==> config.mk <==
export PLATFORM = sky130hd
export DESIGN_NAME = rms_channel_scheduler_flat
export DESIGN_NICKNAME = d
export VERILOG_FILES = /design/src/rtl/rms_channel_scheduler_if.sv /design/src/rtl/rms_channel_scheduler.sv /design/src/flat_wrapper.sv
export SDC_FILE = /design/constraint.sdc
export NUM_CORES = 1
export LEC_CHECK = 0
export ABC_AREA = 1
export CELL_PAD_IN_SITES_DETAIL_PLACEMENT = 1
export CELL_PAD_IN_SITES_GLOBAL_PLACEMENT = 1
export CORE_MARGIN = 5
export CORE_UTILIZATION = 37
export DETAILED_ROUTE_END_ITERATION = 10
export PLACE_DENSITY_LB_ADDON = 0.15
export SYNTH_ARGS = -nofsm -noshare
export SYNTH_HDL_FRONTEND = slang
export SYNTH_SLANG_ARGS = --single-unit
==> constraint.sdc <==
create_clock -name clk -period 5.35 [get_ports clk]
set_input_delay 1.605 -clock clk [delete_from_list [all_inputs] [get_ports clk]]
set_output_delay 1.605 -clock clk [all_outputs]
set_load 0.01 [all_outputs]
### Power grid, run 1

Pins as bars on the die edge.
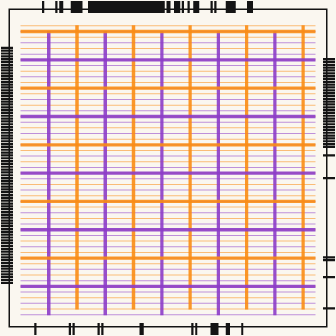
Purple is VSS. Orange is VDD.
52 met1 rails follow the rows. 10 straps on met4. The core has 51 rows. 208 signal pins sit on the boundary. 10 straps on met5.
die height: 152 µm
Max VDD drop: 0.386 mV
Core Region: 19700 µm²

### Placed cells, one colour a class, run 1

Scale bar: 50 µm.
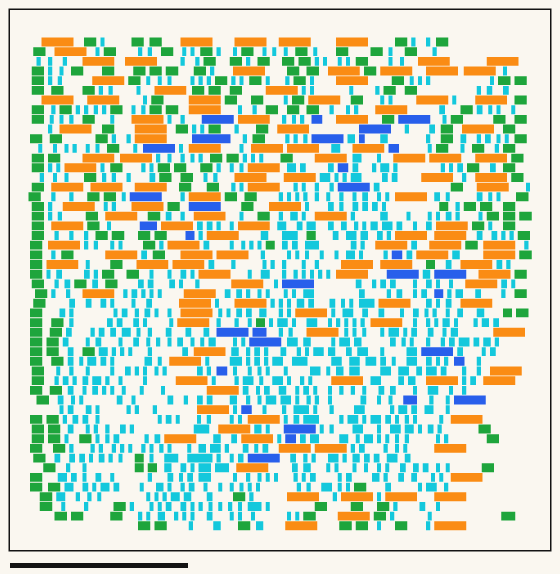
Green is other buffers and delay cells, cells 216. Orange is flops, cells 130. Cyan is all other logic, cells 869. Blue is clock drivers and dummy loads, cells 32.
Util after Layout: 52.4%
num rows: 51
Layout Cell Area excl Fill: 10300 µm²

### Clock distribution, run 1

Scale bar: 50 µm.
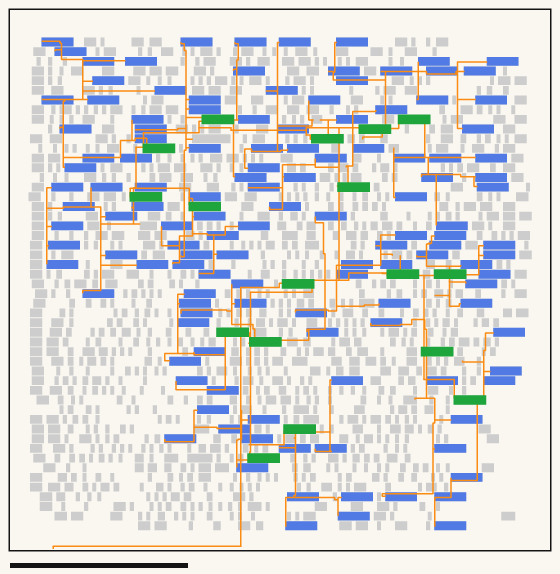
Green is cells driving clock nets, count 17. Orange is clock wires, length 1960 µm. Blue is flip-flops, count 130.
There are 18 routed clock nets. Position of the flops: spread over the die.
clock share of power: 22.8%
clock group total power: 1160 µW
Clock Latency Late Sink: 420 ps
clock skew: 9.45 ps

### Routed metal, one colour a layer, run 1

Only two layers are drawn.
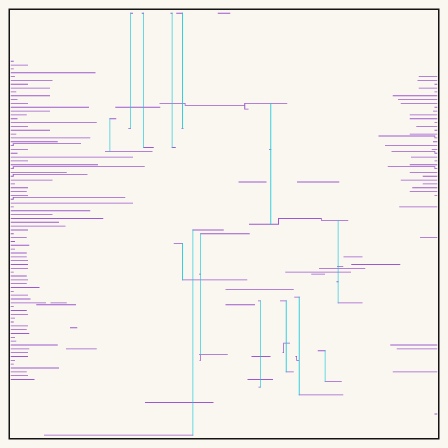
Cyan is met4, wire length 490 µm. Purple is met3, wire length 1690 µm.
DR vias: 7414
Total Wirelength: 24.3 mm
Total GRT Usage: 21.7%

==> impl_metrics.json <==
{
  "outcome": "completed",
  "pre_cts_slack_ps": 707,
  "grt_overflow": 0,
  "clk_pin_slew_ps": 70,
  "drt_iter0_drc": 330,
  "top_area_share_pct": 43.7,
  "hold_depth": 2,
  "die-area_um2": 23000,
  "dp.cells": 1480,
  "yosysTopAreaCell": "dfrtp_1",
  "ff2ff_setup_slack_ps": 1940,
  "cts-root-buf": "clkbuf_16",
  "p_int_uw": 2750,
  "syn_to_final_growth_pct": 38.6,
  "fin_crit_sh_pct": 78.7,
  "cts_max_level": 4,
  "die_w_um": 152,
  "cp_num_cells": 16,
  "synth.cellmix.compoundShare_pct": 7.35,
  "dp_hpwl_mm": 18.2,
  "synth_area_um2": 7440,
  "whs_ps": 472,
  "yosysChipArea_um2": 7440,
  "drv_slew": 0,
  "place.port_buffers": 207,
  "power_per_cell_area_nw_per_um2": 494,
  "hold_violations": 0,
  "setup_tns_ps": 0,
  "reg2reg_depth": 13,
  "crit_type": "primary input to register",
  "crit_arrival_ps": 4520,
  "crit_buf_inv": 5,
  "path_delay_family": "simple AND/OR/NAND/NOR gates",
  "switching_share_pct": 46.0,
  "cts_tree": "done",
  "cts.path.max_buffers": 2,
  "min_period_ps": 4210,
  "postSynthSeqShare_pct": 43.7,
  "layout-drive-gt1-share_pct": 5.69,
  "finalNonFillerCells": 1512,
  "max_freq_ghz": 0.238,
  "ys.flops": 130,
  "grt_pass1_vias": 7918,
  "logic_family": "simple AND/OR/NAND/NOR gates",
  "maxCapViolations": 0,
  "synth-edff-count": 0,
  "fin_ws_ps": 1140,
  "io_pins": 208,
  "post_synth.cell_area_avg_um2": 7.19,
  "viasPerCell": 4.90,
  "fp_util_pct": 37.8,
  "antenna_found_initial": 0,
  "setup_violations": 0,
  "slew-limit-headroom_pct": 28.6,
  "rsz0062_at_grt": "no",
  "seqPwrFrac_pct": 27.5,
  "grt_pass1_wl_mm": 39.8,
  "crit_chain": "clkdlybuf4s50_1 -> inv_1 -> nand2_1 -> nand3_1 -> nand2_2 -> inv_2 -> nand3_2 -> nor2_1 -> inv_1 -> nor2_1 -> inv_1 -> o2111ai_1 -> a21oi_1 -> nand2_2 -> nand2_1 -> nand2_1",
  "ys_cells": 1034,
  "wire_per_inst_um": 16.1,
  "endpoint_kind": "register",
  "synth.distinct_cells": 40,
  "syn_inst": 1034,
  "cts_sinks": 130,
  "antenna-diode-count": 0,
  "slowest_stage": "a21oi_1",
  "numCtsBuffers": 17
}
==> run 1: area by class of cell <==
class	count	area [µm²]	area share, %
Timing Repair Buffer	216	2140	20.8
Tap cell	265	332	3.22
Multi-Input combinational cell	751	3560	34.5
Inverter	118	443	4.30
Clock buffer	18	439	4.26
Sequential cell	130	3250	31.6
Clock inverter	14	143	1.38
==> run 1: power groups by stage <==
stage	Combinational, µW	Clock (µW)	Sequential (µW)
global placement	2480	0	1410
floorplan	1800	0	1380
detailed placement	2550	0	1410
global route	2880	1230	1430
CTS	2570	1190	1400
finish	2530	1160	1400
==> run 1: cell usage in the layout (no fill, tap or decap), types with 3 or more instances in the layout <==
cell type        Yosys  routed
nand2_1            386     386
clkdlybuf4s50_1      0     206
dfrtp_1            130     130
inv_1              111     111
nand3_1             91      91
nor2_1              66      64
o21ai_0             58      58
xor2_1              36      36
a21oi_1             22      22
clkbuf_16            0      17
nand4_1             15      15
nor3_1              13      13
nand3b_1            10      10
buf_4                1       9
nand2_2              7       7
nor2_2               5       6
ha_1                 6       6
inv_6                0       6
inv_2                5       5
o22ai_1              3       3
o211ai_1             3       3
nor4_1               3       3
a31oi_1              3       3
nand3_2              3       3
==> run 1: Yosys cell counts (3+ instances only) <==
cell	instances
a21oi_1	22
a31oi_1	3
buf_2	7
buf_6	7
clkbuf_1	19
dfrtp_1	130
ha_1	6
inv_1	111
inv_2	5
nand2_1	386
nand2_2	7
nand3_1	91
nand3_2	3
nand3b_1	10
nand4_1	15
nor2_1	66
nor2_2	5
nor3_1	13
nor4_1	3
o211ai_1	3
o21ai_0	58
o22ai_1	3
xor2_1	36
==> run 1: routing by layer <==
layer	part of all wire [%]	track usage, %
met1	43	26.8
met2	48	36.8
met3	6.9	6.48
met4	2.0	6.33
met5	0	0
Power is estimated from default activity; no workload was simulated.
